==> config.mk <==
export PLATFORM = sky130hd
export DESIGN_NAME = fetch_unit
export DESIGN_NICKNAME = d
export VERILOG_FILES = /design/src/rtl/fetch_unit.sv
export SDC_FILE = /design/constraint.sdc
export NUM_CORES = 1
export LEC_CHECK = 0
export CORE_MARGIN = 2
export CORE_UTILIZATION = 54
export CTS_BUF_LIST = sky130_fd_sc_hd__clkbuf_16
export CTS_CLUSTER_DIAMETER = 60
export DETAILED_ROUTE_END_ITERATION = 6
export HOLD_SLACK_MARGIN = 0.15
export PLACE_DENSITY = 0.85
export SYNTH_ARGS = -nofsm -noshare
export SYNTH_HDL_FRONTEND = slang
export SYNTH_SLANG_ARGS = --single-unit
==> constraint.sdc <==
create_clock -name clk -period 2.4 [get_ports clk]
set_input_delay 0.48 -clock clk [delete_from_list [all_inputs] [get_ports clk]]
set_output_delay 0.48 -clock clk [all_outputs]
set_load 0.02 [all_outputs]
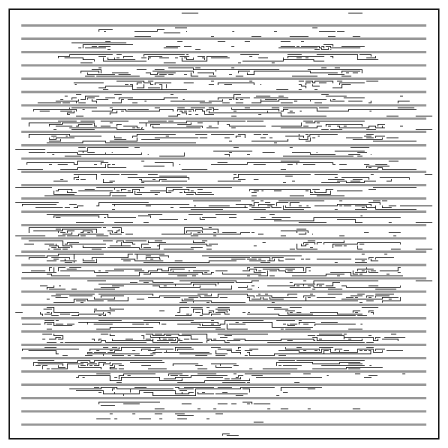
Figure 1: signal wires on met1.
Supply wires on this layer in gray.
The layer holds 42% of the routed length. The layer carries 4060 um of wire. The wires run mostly horizontal.
number of vias after detailed routing: 3460
met1 global-route usage: 31.8%
Final Routed Wirelength: 9.59 mm

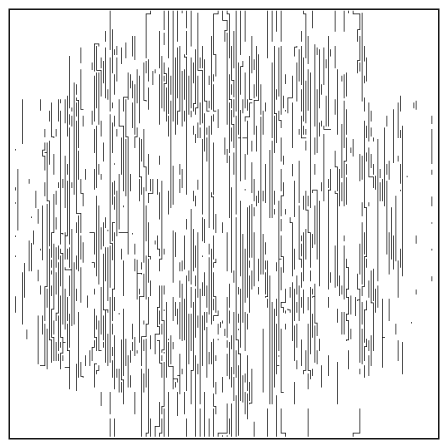
Figure 2: signal wires on met2.
The wires run mostly vertical. 479 nets have wire on it. The layer carries 4950 um of wire.
met2 Usage GRT: 44.6%

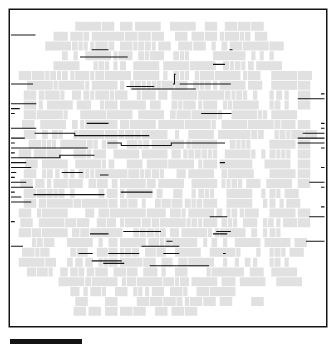
Figure 3: signal wires on met3.
Bar = 20 um.
The longest straight run is 20.9 um. 54 nets have wire on it. The layer holds 4.4% of the routed length. The wires run mostly horizontal.
grt met3 use: 5.59%

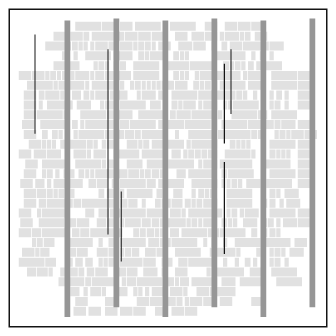
Figure 4: metal 4.
Supply wires on this layer in gray.
The wires run mostly vertical. The layer holds 1.7% of the routed length.

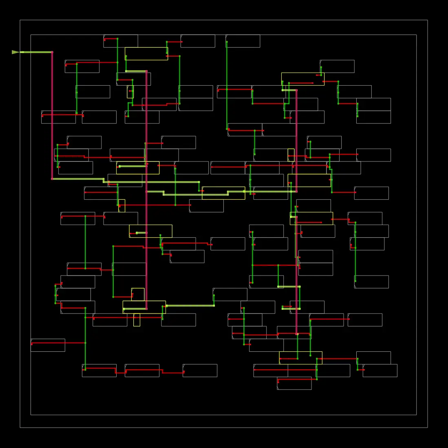
Figure 5: clock routing.
total clock buffers created by CTS: 9
clock buffers: 9
setup clock skew after layout: 0.00482 ns

==> qor_table.md <==
| Item | Value | Unit |
|:---|:---|:---|
| Ao+oa area frac | 15.4 | % |
| Post-CTS Setup Bufs | 0 | - |
| Footprint of the multi-input gates | 1880 | sq um |
| Total tool warning count | 26 | - |
| Buffer count excluding the clock tree in the final layout | 102 | - |
| Peak-usage layer in the global routing report | met2 | - |
| Tmin final | 2.35 | ns |
| Flops after synth | 84 | - |
| Area enclosed by the die boundary | 7650 | sq um |
| Endpoint type of the worst setup path | output port | - |
| Final hold slack | 0.453 | ns |
| Critical path's largest stage delay | 0.66 | ns |
| Number of remaining DRC errors | 0 | - |
| Register share of the cell area | 34.0 | % |
| Top area cells in the synthesized netlist | sky130_fd_sc_hd__dfxtp_1, sky130_fd_sc_hd__nand2_1, sky130_fd_sc_hd__mux2_2 | - |
| Worst EP arrival | 1.87 | ns |
| Leading cell types in the layout, fill and taps excluded | sky130_fd_sc_hd__nand2_1, sky130_fd_sc_hd__clkdlybuf4s50_1, sky130_fd_sc_hd__dfxtp_1, sky130_fd_sc_hd__a21oi_1, sky130_fd_sc_hd__mux2_2 | - |
| Net total in the final layout | 567 | - |
| Initial antenna violation count | 0 | - |
| Sequential standard cell area | 1680 | sq um |
| Well Taps | 80 | - |
| Level count of the clock H-tree | 3 | - |
| First drt pass iteration count | 4 | - |
| Synthesis-to-layout area growth | 31.6 | % |
| Most frequently used flop master after synthesis | sky130_fd_sc_hd__dfxtp_1 | - |
| Root buffer selected by CTS | sky130_fd_sc_hd__clkbuf_16 | - |
| Congestion Overflow GR | 0 | - |
| Multiplexer share of the synthesized area | 9.57 | % |
| Data required time of the critical path | 1.92 | ns |
| Number of pins with negative max-slew slack in the final report | 0 | - |
| Syn. warnings | 0 | - |
| Maximum number of pins on one net before global-route repair | 42 | - |
| Total setup violations reported at the end of the flow | 0 | - |
| Chain of cells forming the critical path | o21ba_2 -> clkdlybuf4s50_1 | - |
| Post-DP Area | 4700 | sq um |
| Clock buffer depth | 2 | - |
| Slew @ Worst Pin | 0.603 | ns |
| Clock-pin slew on the worst setup and hold paths | 0.06 | ns |
| Highest achievable clock rate | 0.426 | GHz |
| Count of port buffers added during placement | 86 | - |
| Vias in the first global route | 3377 | - |
| Cell row count | 30 | - |
| Main logic family | simple AND/OR/NAND/NOR gates | - |
| Cell type with the largest total area after synthesis | sky130_fd_sc_hd__dfxtp_1 | - |
| Wire length of the first global-routing pass | 15.6 | mm |
| Final worst-path cycle share | 97.9 | % |
| GRT Resource Usage Total | 26.0 | % |
| Worst min-delay path class | reg2reg | - |
| Share of cells above drive strength 1 | 13.0 | % |
| Peak supply drop | 0.410 | mV |
| Average routed wire per standard cell | 15.7 | um |
| Routed Antenna Nets | 0 | - |
| HPWL after DPL | 6.45 | mm |
| Run status | completed | - |
| Power per unit of standard cell area | 651 | nW/um^2 |
| Syn Std Cell Area | 3760 | sq um |
| Sequential cell count of the final layout | 84 | - |
==> cells by family after synthesis <==
family	after synthesis
buf+inv	39
xor+xnor	12
simple gates	185
compound gates	97
mux	32
flops	84
fa+ha+maj	2
==> critical path, delay by kind of cell (launching register included) <==
| kind | cells | cell delay (ns) |
|---|---|---|
| flops | 1 | 0.66 |
| buf+inv | 1 | 0.63 |
| compound gates | 1 | 0.25 |
==> report_power, final <==
part	internal (mW)	switching, mW	total [mW]	leakage, nW
clock	0.673	0.507	1.18	0.121
sequential	1.46	0.0734	1.54	0.687
combinational	0.247	0.261	0.509	0.951
total	2.38	0.841	3.22	1.76
==> cells in the mapped netlist, types with 2 or more instances <==
library cell	number
sky130_fd_sc_hd__nand4_1	5
sky130_fd_sc_hd__o21ai_0	5
sky130_fd_sc_hd__xor2_1	4
sky130_fd_sc_hd__and3_1	2
sky130_fd_sc_hd__buf_2	7
sky130_fd_sc_hd__xnor2_1	8
sky130_fd_sc_hd__a211oi_1	8
sky130_fd_sc_hd__ha_1	2
sky130_fd_sc_hd__a311oi_1	6
sky130_fd_sc_hd__nand3_1	4
sky130_fd_sc_hd__dfxtp_1	84
sky130_fd_sc_hd__or4_1	2
sky130_fd_sc_hd__clkbuf_1	22
sky130_fd_sc_hd__mux2_2	32
sky130_fd_sc_hd__nand2b_1	2
sky130_fd_sc_hd__o31ai_1	2
sky130_fd_sc_hd__nand2_1	136
sky130_fd_sc_hd__a21oi_1	69
sky130_fd_sc_hd__nor3_1	5
sky130_fd_sc_hd__inv_1	4
sky130_fd_sc_hd__clkbuf_8	4
sky130_fd_sc_hd__or3_1	4
sky130_fd_sc_hd__nor2_1	15
Power and IR drop assume default switching activity.
